Figure 1. Ports around the boundary (run 1).
Pins as bars across the die edge, other pins in grey.
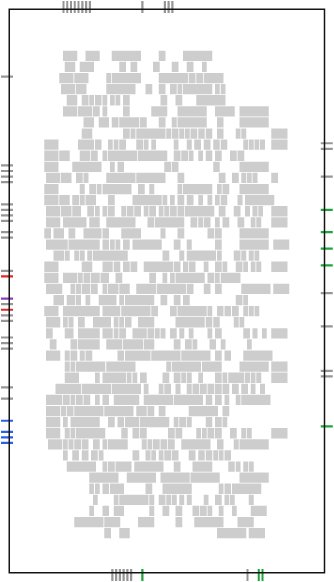
Figure 2. Clock distribution (run 1).
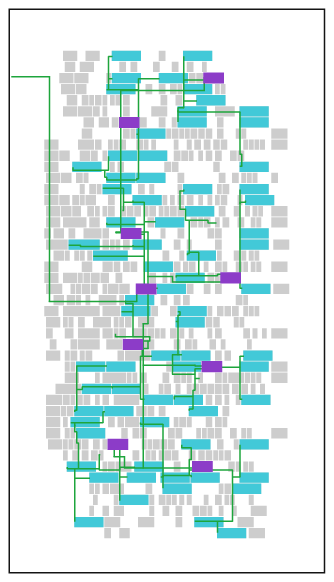
Figure 3. Placement view (run 1).
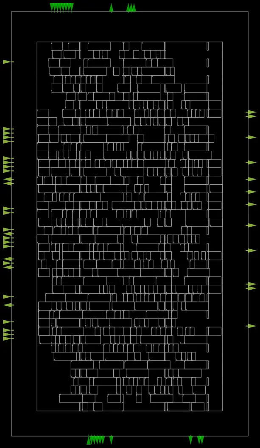
<file path="src/rtl/alu_pkg.sv">
// Shared definitions for the ALU issue/writeback sequencer: opcodes, FSM encoding
// and the opcode legality check.
package alu_pkg;

    localparam logic [3:0] OP_ADD     = 4'd0;
    localparam logic [3:0] OP_ADD2    = 4'd1;
    localparam logic [3:0] OP_CMP     = 4'd5;
    localparam logic [3:0] OP_NOT     = 4'd7;
    localparam logic [3:0] OP_AND     = 4'd8;
    localparam logic [3:0] OP_OR      = 4'd10;
    localparam logic [3:0] OP_REGDEC  = 4'd14;
    localparam logic [3:0] OP_REGDEC2 = 4'd15;

    typedef enum logic [1:0] {
        IDLE = 2'd0,
        READ = 2'd1,
        EXEC = 2'd2,
        WB   = 2'd3
    } state_t;

    function automatic logic op_legal(input logic [3:0] op);
        logic legal;
        case (op)
            OP_ADD, OP_ADD2, OP_CMP, OP_NOT,
            OP_AND, OP_OR, OP_REGDEC, OP_REGDEC2: legal = 1'b1;
            default:                              legal = 1'b0;
        endcase
        return legal;
    endfunction

endpackage

</file>
<file path="src/rtl/alu_regfile.sv">
// General register file: NREG x W flops, one synchronous write port and two
// asynchronous read ports, cleared by synchronous reset.
module alu_regfile #(
    parameter int W    = 8,
    parameter int NREG = 4,
    parameter int AW   = 2
) (
    input  logic          clk,
    input  logic          reset,
    input  logic          we,
    input  logic [AW-1:0] waddr,
    input  logic [W-1:0]  wdata,
    input  logic [AW-1:0] raddr1,
    output logic [W-1:0]  rdata1,
    input  logic [AW-1:0] raddr2,
    output logic [W-1:0]  rdata2
);

    logic [W-1:0] regs [NREG];

    generate
        for (genvar gi = 0; gi < NREG; gi++) begin : gen_reg
            logic [W-1:0] q_reg;

            always_ff @(posedge clk) begin
                if (reset) begin
                    q_reg <= '0;
                end else if (we && (waddr == AW'(gi))) begin
                    q_reg <= wdata;
                end
            end

            assign regs[gi] = q_reg;
        end
    endgenerate

    assign rdata1 = regs[raddr1];
    assign rdata2 = regs[raddr2];

endmodule

</file>
<file path="src/rtl/alu_seq.sv">
// Issue/writeback sequencer around an external combinational ALU: accepts one
// instruction at a time, reads operands, captures the ALU result and writes it back.
module alu_seq
    import alu_pkg::*;
#(
    parameter int W    = 8,
    parameter int NREG = 4,
    parameter int AW   = 2
) (
    input  logic          clk,
    input  logic          reset,
    input  logic          instr_valid,
    output logic          instr_ready,
    input  logic          instr_ld,
    input  logic [3:0]    instr_op,
    input  logic [AW-1:0] instr_rd,
    input  logic [AW-1:0] instr_rs1,
    input  logic [AW-1:0] instr_rs2,
    input  logic [W-1:0]  instr_imm,
    output logic [3:0]    alu_op,
    output logic [W-1:0]  alu_a,
    output logic [W-1:0]  alu_b,
    input  logic [W-1:0]  alu_res,
    output logic          res_valid,
    output logic [W-1:0]  res_data,
    output logic          res_err
);

    state_t        state_reg, state_next;
    logic          accept;
    logic          rf_we;
    logic [3:0]    op_reg;
    logic [AW-1:0] rd_reg, rs1_reg, rs2_reg;
    logic [3:0]    alu_op_reg;
    logic [W-1:0]  alu_a_reg, alu_b_reg;
    logic [W-1:0]  res_data_reg;
    logic          err_reg;
    logic [W-1:0]  rdata1, rdata2;

    assign accept = instr_valid && instr_ready;

    always_ff @(posedge clk) begin
        if (reset) begin
            state_reg <= IDLE;
        end else begin
            state_reg <= state_next;
        end
    end

    // Loads and illegal opcodes skip the ALU entirely and complete next cycle.
    always_comb begin
        state_next = state_reg;
        case (state_reg)
            IDLE: begin
                if (accept) begin
                    if (instr_ld || !op_legal(instr_op)) begin
                        state_next = WB;
                    end else begin
                        state_next = READ;
                    end
                end
            end
            READ:    state_next = EXEC;
            EXEC:    state_next = WB;
            WB:      state_next = IDLE;
            default: state_next = IDLE;
        endcase
    end

    always_comb begin
        instr_ready = (state_reg == IDLE) && !reset;
        res_valid   = (state_reg == WB) && !reset;
        rf_we       = (state_reg == WB) && !reset && !err_reg;
    end

    // Operands are sampled in READ and written in WB, so aliased sources
    // always see pre-instruction values.
    always_ff @(posedge clk) begin
        if (reset) begin
            op_reg       <= '0;
            rd_reg       <= '0;
            rs1_reg      <= '0;
            rs2_reg      <= '0;
            alu_op_reg   <= '0;
            alu_a_reg    <= '0;
            alu_b_reg    <= '0;
            res_data_reg <= '0;
            err_reg      <= 1'b0;
        end else begin
            case (state_reg)
                IDLE: begin
                    if (accept) begin
                        op_reg  <= instr_op;
                        rd_reg  <= instr_rd;
                        rs1_reg <= instr_rs1;
                        rs2_reg <= instr_rs2;
                        if (instr_ld) begin
                            res_data_reg <= instr_imm;
                            err_reg      <= 1'b0;
                        end else if (!op_legal(instr_op)) begin
                            res_data_reg <= '0;
                            err_reg      <= 1'b1;
                        end else begin
                            err_reg      <= 1'b0;
                        end
                    end
                end
                READ: begin
                    alu_op_reg <= op_reg;
                    alu_a_reg  <= rdata1;
                    alu_b_reg  <= rdata2;
                end
                EXEC: begin
                    res_data_reg <= alu_res;
                end
                default: begin
                end
            endcase
        end
    end

    alu_regfile #(
        .W    (W),
        .NREG (NREG),
        .AW   (AW)
    ) u_regfile (
        .clk    (clk),
        .reset  (reset),
        .we     (rf_we),
        .waddr  (rd_reg),
        .wdata  (res_data_reg),
        .raddr1 (rs1_reg),
        .rdata1 (rdata1),
        .raddr2 (rs2_reg),
        .rdata2 (rdata2)
    );

    assign alu_op   = alu_op_reg;
    assign alu_a    = alu_a_reg;
    assign alu_b    = alu_b_reg;
    assign res_data = res_data_reg;
    assign res_err  = err_reg;

endmodule

</file>
<file path="config.mk">
export PLATFORM = sky130hd
export DESIGN_NAME = alu_seq
export DESIGN_NICKNAME = d
export VERILOG_FILES = /design/src/rtl/alu_pkg.sv /design/src/rtl/alu_regfile.sv /design/src/rtl/alu_seq.sv
export SDC_FILE = /design/constraint.sdc
export NUM_CORES = 1
export LEC_CHECK = 0
export ABC_AREA = 1
export CAP_MARGIN = 20
export CORE_ASPECT_RATIO = 2
export CORE_MARGIN = 8
export CORE_UTILIZATION = 45
export CTS_BUF_LIST = sky130_fd_sc_hd__clkbuf_8
export DETAILED_ROUTE_END_ITERATION = 10
export GPL_TIMING_DRIVEN = 0
export PLACE_DENSITY_LB_ADDON = 0.15
export SYNTH_ARGS = -nofsm -noshare
export SYNTH_HDL_FRONTEND = slang
export SYNTH_SLANG_ARGS = --single-unit
</file>
<file path="constraint.sdc">
create_clock -name clk -period 1.7 [get_ports clk]
set_input_delay 0.51 -clock clk [delete_from_list [all_inputs] [get_ports clk]]
set_output_delay 0.51 -clock clk [all_outputs]
set_load 0.05 [all_outputs]
</file>
==> impl_metrics.py, run 1 <==
# Metrics from the implementation run
metrics = {
    "place": {
        "dpl.hpwl_um": 7410,
        "post-place-ws_ps": -1290,
        "portBuffers": 60,
    },
    "global_route": {
        "grt_max_degree": 11,
        "grt_pass1_wl_um": 16000,
    },
    "route": {
        "drt_pass1_iterations": 5,
        "drc_errors": 0,
    },
    "clock_network": {
        "cts_buffer_depth": 2,
        "clock-root-buffer": "clkbuf_8",
    },
    "sta": {
        "timing.final.ws_setup_ps": -42.0,
        "worstMarginPinSlew_ps": 479,
        "setup_viol": 2,
        "finalCritPeriodShare": 1.02,
        "timing.fmax_ghz": 0.574,
    },
    "yosys": {
        "yosysTopAreaCell": "dfxtp_1",
    },
    "run_status": {
        "outcome": "finished with violations",
        "violations": "negative setup slack",
    },
    "setup_path": {
        "crit_fanout": 3,
        "path_class": "flip-flop to output port",
        "crit_path_end_kind": "output port",
        "arrival_ps": 1230,
        "crit_required_ps": 1190,
    },
    "hold_path": {
        "hp-class": "flip-flop to flip-flop",
    },
    "floorplanning": {
        "fp_util": 0.462,
    },
    "power": {
        "power.total_w": 0.00675,
    },
}
About Figure 1:
- instr_op: blue (pins 4; direction input; edge west)
- instr_valid: purple (pins 1; direction input; edge west)
- alu_a: green (pins 8; direction output; edge 5 east, 3 south)
- instr_rs2: red (pins 2; direction input; edge west)

About Figure 2:
- flip-flops: cyan (count 73)
- clock wires: green (length 892 um)
- clock-net drivers: purple (count 9)
- routed clock nets: 10

About Figure 3:
Well Taps: 92
core outline area: 0.00721 mm^2
post-layout util: 0.608
Seq area share: 0.334

## run 1: final cells by class
type,instances,area share
clock buffer,10,0.0314
tap,92,0.0262
multi-input combinational,318,0.365
clock inverter,5,0.00428
buffer,27,0.0371
timing repair buffer,74,0.156
sequential,73,0.334
inverter,53,0.0465
## run 1: cell usage in the layout (no fill, tap or decap)
master	netlist	layout
clkbuf_2	0	4
dfxtp_1	73	71
inv_1	47	49
o21ai_4	1	1
clkdlybuf4s50_1	0	28
nand3_2	1	2
inv_2	4	5
clkinv_1	2	2
buf_6	3	4
nand2_1	22	22
nor2_4	1	2
nor2_1	99	97
buf_4	1	16
nand2_2	1	1
buf_8	0	3
ha_1	5	4
nor3_4	0	1
inv_4	0	2
clkbuf_1	10	8
clkdlybuf4s15_2	0	18
nand3_1	24	20
dfxtp_2	0	1
a21oi_1	44	44
buf_2	13	19
o21ai_0	109	109
nor2_2	0	1
clkbuf_4	0	1
a22oi_1	8	8
nand3_4	0	3
a31oi_1	2	2
clkbuf_8	0	10
ha_4	0	1
dfxtp_4	0	1
## run 1: logic make-up after synthesis
family | count (synthesis) | share of synthesized area
adders and majority gates | 5 | 0.0188
AOI/OAI and AO/OA | 164 | 0.256
and+or+nand+nor | 149 | 0.184
buffers and inverters | 80 | 0.103
DFF | 73 | 0.438
## run 1: power breakdown
group	internal, W	switching, W	total [W]
Sequential	0.00205	0.000290	0.00234
Clock	0.000535	0.000591	0.00113
Combinational	0.00115	0.00213	0.00329
Total	0.00374	0.00301	0.00675
## run 1: cells in the mapped netlist
library cell and n:
o21ai_0 109, nor2_1 99, dfxtp_1 73, inv_1 47, a21oi_1 44, nand3_1 24, nand2_1 22, buf_2 13
clkbuf_1 10, a22oi_1 8, ha_1 5, inv_2 4, buf_6 3, a31oi_1 2, clkinv_1 2, buf_4 1
nand2_2 1, nand3_2 1, nor2_4 1, nor3_2 1, o21ai_4 1
## run 1: through the flow
stage / instances / utilization / hold slack, ps / setup TNS [ps] / cell area [um^2]
after global placement: 623 / 0.563 / 449 / -26100 / 4060
after CTS: 643 / 0.595 / 463 / -80.5 / 4290
final: 652 / 0.608 / 463 / -55.8 / 4390
after floorplan: 471 / - / 437 / 0 / 3340
after global routing: 652 / 0.608 / 488 / -156 / 4390
after detailed placement: 623 / 0.563 / 452 / -28980 / 4060
## run 1: worst max-delay path: stages (launching register included)
cell and delay, ps:
dfxtp_4 360, inv_4 70, ha_4 160, inv_4 40, nor2_4 100, buf_8 150
## run 1: final timing paths
path | startpoint | to | slack, ps | depth (start not counted)
max | state_reg[0] | instr_ready | -40 | 5
min | u_regfile.gen_reg[3].q_reg[2] | u_regfile.gen_reg[3].q_reg[2] | 460 | 2
max reg2reg | state_reg[0] | u_regfile.gen_reg[1].q_reg[6] | 100 | 8
min reg2reg | u_regfile.gen_reg[3].q_reg[2] | u_regfile.gen_reg[3].q_reg[2] | 460 | 2
## run 1: per-layer routing
layer,share of wire,vias up
met5,0,-
met4,0.065,0
met3,0.050,42
met2,0.52,141
met1,0.36,1553
li1,-,1723
## run 1: repair_timing
action,CTS,global route
gates resized,132,22
pin swaps,1,4
buffers inserted,5,9
setup endpoints to repair,80,38
--- run 2 (diff from run 1) ---
Settings changed: ABC_AREA 1 to 0, DONT_BUFFER_PORTS set to 1, SYNTH_HIERARCHICAL set to 1.
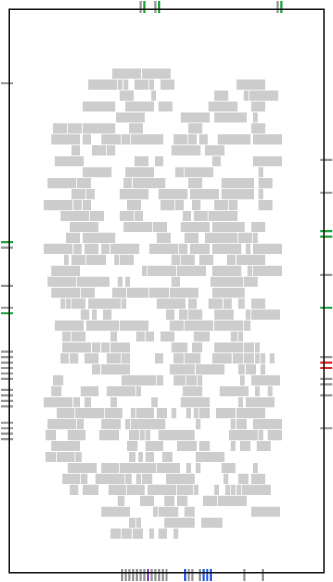
Figure 4: run 2, ports around the boundary.
Pins as bars across the die edge, other pins in grey.
- alu_a: green (pins 8; direction output; edge 3 north, 3 east, 2 west)
- instr_op: blue (pins 4; direction input; edge south)
- instr_valid: purple (pins 1; direction input; edge south)
- instr_rs2: red (pins 2; direction input; edge east)

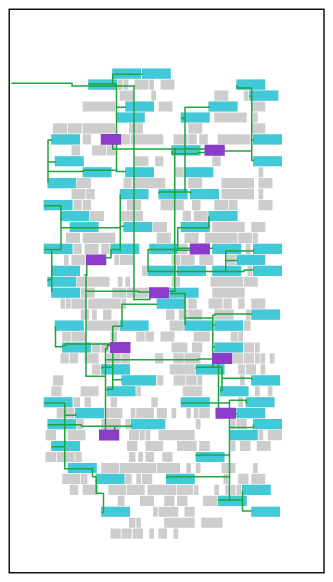
Figure 5: run 2, clock distribution.
- clock wires: green (length 872 um)
- clock-net drivers: purple (count 9)
- flip-flops: cyan (count 73)
- routed clock nets: 10

==> run 2 against run 1 <==
Effect of this change: the run still ends with negative setup slack left; first-iteration DRC count is 64% lower; synthesized cell count decreased by 33%; maximum frequency fell by 6.0%; synthesized area grew 3.1%; sequential share of layout area increased by 5.1 points; wire length is 18% lower; utilization shrank 9.9 points; sequential power barely moved; clock-buffer cell count rose by 1; non-clock buffer count shrank 77; critical endpoint unchanged.
==> impl_metrics.py, run 2 <==
# Metrics from the implementation run
metrics = {
    "sta": {
        "finalCritPeriodShare": 1.09,
        "timing.fmax_ghz": 0.540,
        "setup_viol": 34,
        "timing.final.ws_setup_ps": -153,
        "worstMarginPinSlew_ps": 640,
    },
    "finish": {
        "layout_top_cells": "71 x dfxtp_1, 53 x mux2i_1, 41 x nand2b_1",
        "postLayoutCoreUtil": 0.510,
        "fin_area_mm2": 0.00382,
        "mostFrequentLayoutCell": "dfxtp_1",
    },
    "setup_path": {
        "path_cells": "inv_2 > ha_4 > nor2b_4",
        "crit_fanout": 6,
        "crit_family": "flip-flops",
        "cp.depth": 3,
        "cp_slowest_cell": "dfxtp_4",
        "max_stage_delay_ps": 360,
        "path_class": "flip-flop to output port",
        "reg2reg_depth": 5,
        "crit_required_ps": 1190,
        "crit_path_end_kind": "output port",
        "arrival_ps": 1340,
    },
    "clock_network": {
        "clock-root-buffer": "clkbuf_8",
        "cts_buffer_depth": 2,
    },
    "route": {
        "drt_pass1_iterations": 4,
    },
    "power": {
        "swShare": 0.374,
        "seqPwrFrac": 0.478,
        "power_frac_comb": 0.290,
        "switchingPower_w": 0.00183,
    },
    "floorplanning": {
        "core_mm2": 0.00749,
        "fp_util": 0.459,
    },
    "global_route": {
        "grt_pass1_wl_um": 13400,
        "grt_max_degree": 11,
    },
    "run_status": {
        "violations": "negative setup slack",
        "outcome": "finished with violations",
    },
    "yosys": {
        "common_cells": "73 x dfxtp_1, 53 x mux2i_1, 41 x nand2b_1, 25 x nor2_1, 21 x nand2_1",
        "synthArstFlopShare": 0,
        "flop_cell": "dfxtp_1",
        "most_common_cell": "dfxtp_1",
        "edf_count": 0,
    },
}
-- run 2: cells by family (layout without fill, tap and decap cells) --
logic type      count (synthesis)  after routing  share of synthesized area
simple gates                  110            110                      0.181
flops                          73             73                      0.425
compound gates                 30             30                     0.0732
mux                            71             71                      0.267
fa+ha+maj                       5              5                     0.0182
buf+inv                        25             39                     0.0353
-- run 2: worst paths after layout --
path	to	start	slack, ps
max	instr_ready	state_reg[1]	-150
min	res_err	instr_ld	260
max reg2reg	u_regfile/gen_reg[0].q_reg[5]	state_reg[0]	-150
min reg2reg	rs1_reg[1]	rs1_reg[1]	470
-- run 2: power by group through the flow --
stage,Sequential [W],Clock [W],Combinational (W)
finish,0.00233,0.00114,0.00142
global route,0.00236,0.00126,0.00154
CTS,0.00234,0.00119,0.00140
detailed placement,0.00235,0,0.00134
global placement,0.00235,0,0.00129
floorplan,0.00228,0,0.00107
-- run 2: final cells by class --
cell class                 count  area [um^2]  area share
multi-input combinational    216         1920       0.502
sequential                    73         1470       0.385
clock buffer                  11          151      0.0397
buffer                        21          124      0.0325
tap                           94          118      0.0308
timing repair buffer           3         22.5     0.00590
inverter                       3         11.3     0.00295
clock inverter                 1         5.00     0.00131
-- run 2: stage by stage --
stage	std cells	setup TNS, ps	power [W]	hold WS [ps]
finish	422	-2660	0.00489	261
global route	422	-5230	0.00516	245
CTS	421	-2430	0.00492	244
detailed placement	408	-10830	0.00369	464
global placement	408	-9520	0.00364	462
floorplan	314	-2280	0.00336	446
-- run 2: what timing repair did --
action / 4_1_cts / 5_1_grt
hold buffers: 0 / 0
setup buffers: 1 / 2
pin swaps: 0 / 1
setup endpoints to repair: 52 / 45
cloned: 0 / 0
resized: 11 / 6
-- run 2: metal layers --
metal	global-route usage	up-vias	wire, um
met5	0	-	0
met4	0.0631	0	113
met3	0.0665	8	533
met2	0.269	54	4360
met1	0.167	1136	3280
li1	-	1123	-
--- run 3 (diff from run 2) ---
Settings changed: ABC_CLOCK_PERIOD_IN_PS set to 1700, CTS_BUF_LIST sky130_fd_sc_hd__clkbuf_8 to sky130_fd_sc_hd__clkbuf_4 sky130_fd_sc_hd__clkbuf_8.
==> run 3 against run 2 <==
Effect of this change: the flow still finishes with violations (negative setup slack); utilization stayed put; combinational power hardly changed; via count stayed put; non-clock buffer count stayed put; synthesized cell count stayed put; synthesized area stayed put; largest cell class unchanged.
==> impl_metrics.py, run 3 <==
# Metrics from the implementation run
metrics = {
    "run_status": {
        "outcome": "finished with violations",
        "violations": "negative setup slack",
    },
    "power": {
        "power.total_w": 0.00489,
        "leakagePower_nw": 1.52,
    },
    "sta": {
        "finalCritPeriodShare": 1.09,
        "timing.final.ws_setup_ps": -153,
        "hold_slack_ps": 261,
        "timing.fmax_ghz": 0.540,
        "worstMarginPinSlew_ps": 640,
        "tns_ps": -2660,
        "setup_viol": 34,
    },
    "yosys": {
        "ys_sh_xor": 0,
        "flop_cell": "dfxtp_1",
        "adder_share": 0.0182,
        "synthArstFlopShare": 0,
        "topCombFamilyByArea": "multiplexers",
        "common_cells": "73 x dfxtp_1, 53 x mux2i_1, 41 x nand2b_1, 25 x nor2_1, 21 x nand2_1",
        "aoi_share": 0.0732,
        "edf_count": 0,
        "most_common_cell": "dfxtp_1",
        "avgSynthCellArea_um2": 10.9,
        "ys_chip_area_mm2": 0.00344,
        "mux_area_frac": 0.267,
        "ys_types": 30,
        "fp_nets": 349,
        "simple_gate_share": 0.181,
    },
    "global_route": {
        "grt_pass1_wl_um": 13400,
        "grtUsageTotal": 0.159,
        "grt_max_degree": 11,
    },
    "finish": {
        "fin_cells": 422,
        "mostFrequentLayoutCell": "dfxtp_1",
        "layout_top_cells": "71 x dfxtp_1, 53 x mux2i_1, 41 x nand2b_1",
    },
    "clock_network": {
        "clock-root-buffer": "clkbuf_8",
        "clkLatencyLatePin_ps": 340,
        "clock-sinks": 73,
        "cts_hold_buf": 0,
        "cts_buffer_depth": 2,
    },
    "setup_path": {
        "crit_required_ps": 1190,
        "timing.rr.end": "u_regfile/gen_reg[0].q_reg[5]",
        "crit_fanout": 6,
        "startpoint": "state_reg[1]",
        "reg2reg_depth": 5,
        "crit_end": "instr_ready",
        "arrival_ps": 1340,
        "timing.rr.start": "state_reg[0]",
    },
    "place": {
        "dp.cells": 408,
    },
    "route": {
        "drt_pass1_iterations": 4,
        "routed_via_density": 5.50,
    },
    "floorplanning": {
        "core_mm2": 0.00749,
        "fp_util": 0.459,
    },
}
==> run 3: cell counts in the layout (fill, tap and decap cells not counted) <==
No cell type changed its count.
==> run 3: power breakdown <==
part	total (W)	switching (W)	internal, W	leakage (nW)
sequential	0.00233	0.000452	0.00188	0.592
clock	0.00114	0.000562	0.000574	0.0830
combinational	0.00142	0.000812	0.000604	0.841
==> run 3: cells by family (layout without fill, tap and decap cells) <==
kind of cell	after synthesis	count (layout)
DFF	73	73
buffers and inverters	25	39
AOI/OAI and AO/OA	30	30
adders and majority gates	5	5
muxes	71	71
and+or+nand+nor	110	110
==> run 3: metrics by stage <==
step	area (um^2)	util
4_1_cts	3790	0.507
3_5_place_dp	3590	0.479
6_report	3820	0.510
2_1_floorplan	3470	-
3_3_place_gp	3590	0.479
5_1_grt	3820	0.510
==> run 3: cell type report <==
| class | instances | area [um^2] |
|---|---|---|
| clock buffer | 11 | 151 |
| sequential | 73 | 1470 |
| timing repair buffer | 3 | 22.5 |
| tap | 94 | 118 |
| buffer | 21 | 124 |
| multi-input combinational | 216 | 1920 |
| fill | 687 | 3670 |
| clock inverter | 1 | 5.00 |
| inverter | 3 | 11.3 |
==> run 3: worst min path at each step <==
stage	from	to	slack, ps
5_1_grt	instr_ld	res_err	250
3_5_place_dp	op_reg[3]	op_reg[3]	460
2_1_floorplan	rs1_reg[0]	rs1_reg[0]	450
3_3_place_gp	rs1_reg[0]	rs1_reg[0]	460
6_report	instr_ld	res_err	260
4_1_cts	instr_ld	res_err	240
==> run 3: what timing repair did <==
item,4_1_cts,5_1_grt
setup endpoints to repair,52,45
buffers inserted,1,2
pin swaps,0,1
gates resized,11,6
==> run 3: routing by layer <==
layer | track usage | routed length [um]
met5 | 0 | 0
met3 | 0.0665 | 533
met4 | 0.0631 | 113
met2 | 0.269 | 4360
met1 | 0.167 | 3280
==> run 3: worst max-delay path, stage by stage, from the launching register on <==
cell and delay (ps):
dfxtp_4 360, inv_2 100, ha_4 190, nor2b_4 350
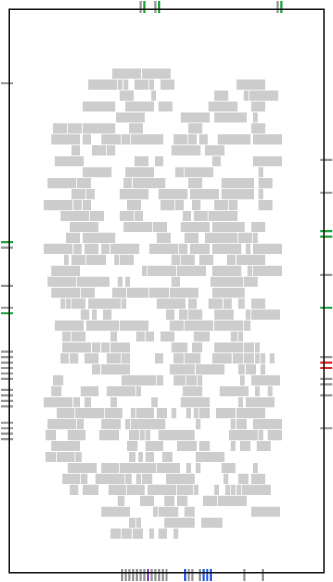
Figure 6: run 3, ports around the boundary.
Pins as bars across the die edge, other pins in grey.
- instr_op: blue (pins 4; direction input; edge south)
- instr_rs2: red (pins 2; direction input; edge east)
- alu_a: green (pins 8; direction output; edge 3 north, 3 east, 2 west)
- instr_valid: purple (pins 1; direction input; edge south)
- all pins by edge: 22 south, 20 west, 13 east, 6 north

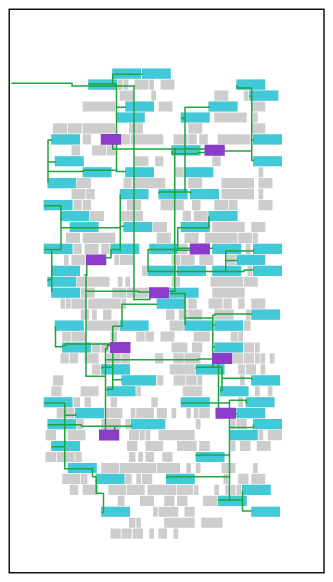
Figure 7: run 3, clock distribution.
- clock-net drivers: purple (count 9)
- clock wires: green (length 872 um)
- flip-flops: cyan (count 73)
- routed clock nets: 10


==> notes/layouts.md <==
Pictures saved along the way, in no particular order.

Routed metal, one colour a layer.
Scale bar: 20 um.
image #1
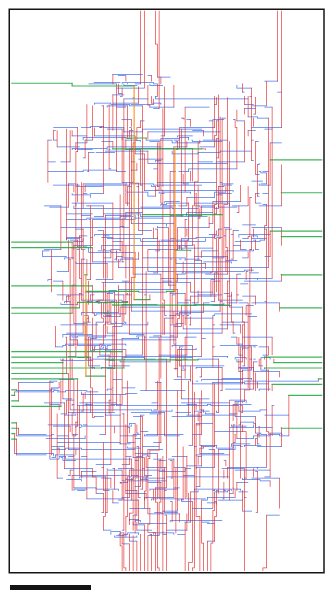
image #2
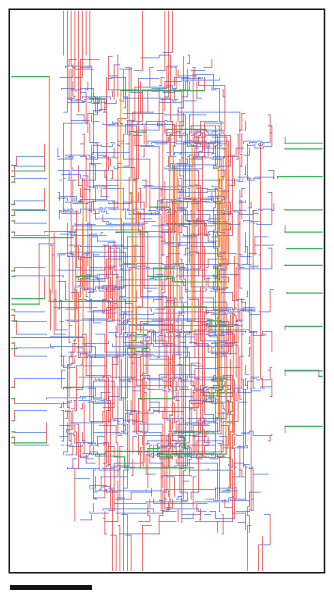
run 2 -> image #1
run 1 -> image #2
Of these, most wire: image #2

Key to image #2:
- M2: red (wire length 5310 um)
- M3: green (wire length 509 um)
- M1: blue (wire length 3640 um)
- M4: orange (wire length 663 um)

No activity file was given, so power comes from the tool's default toggle rates.
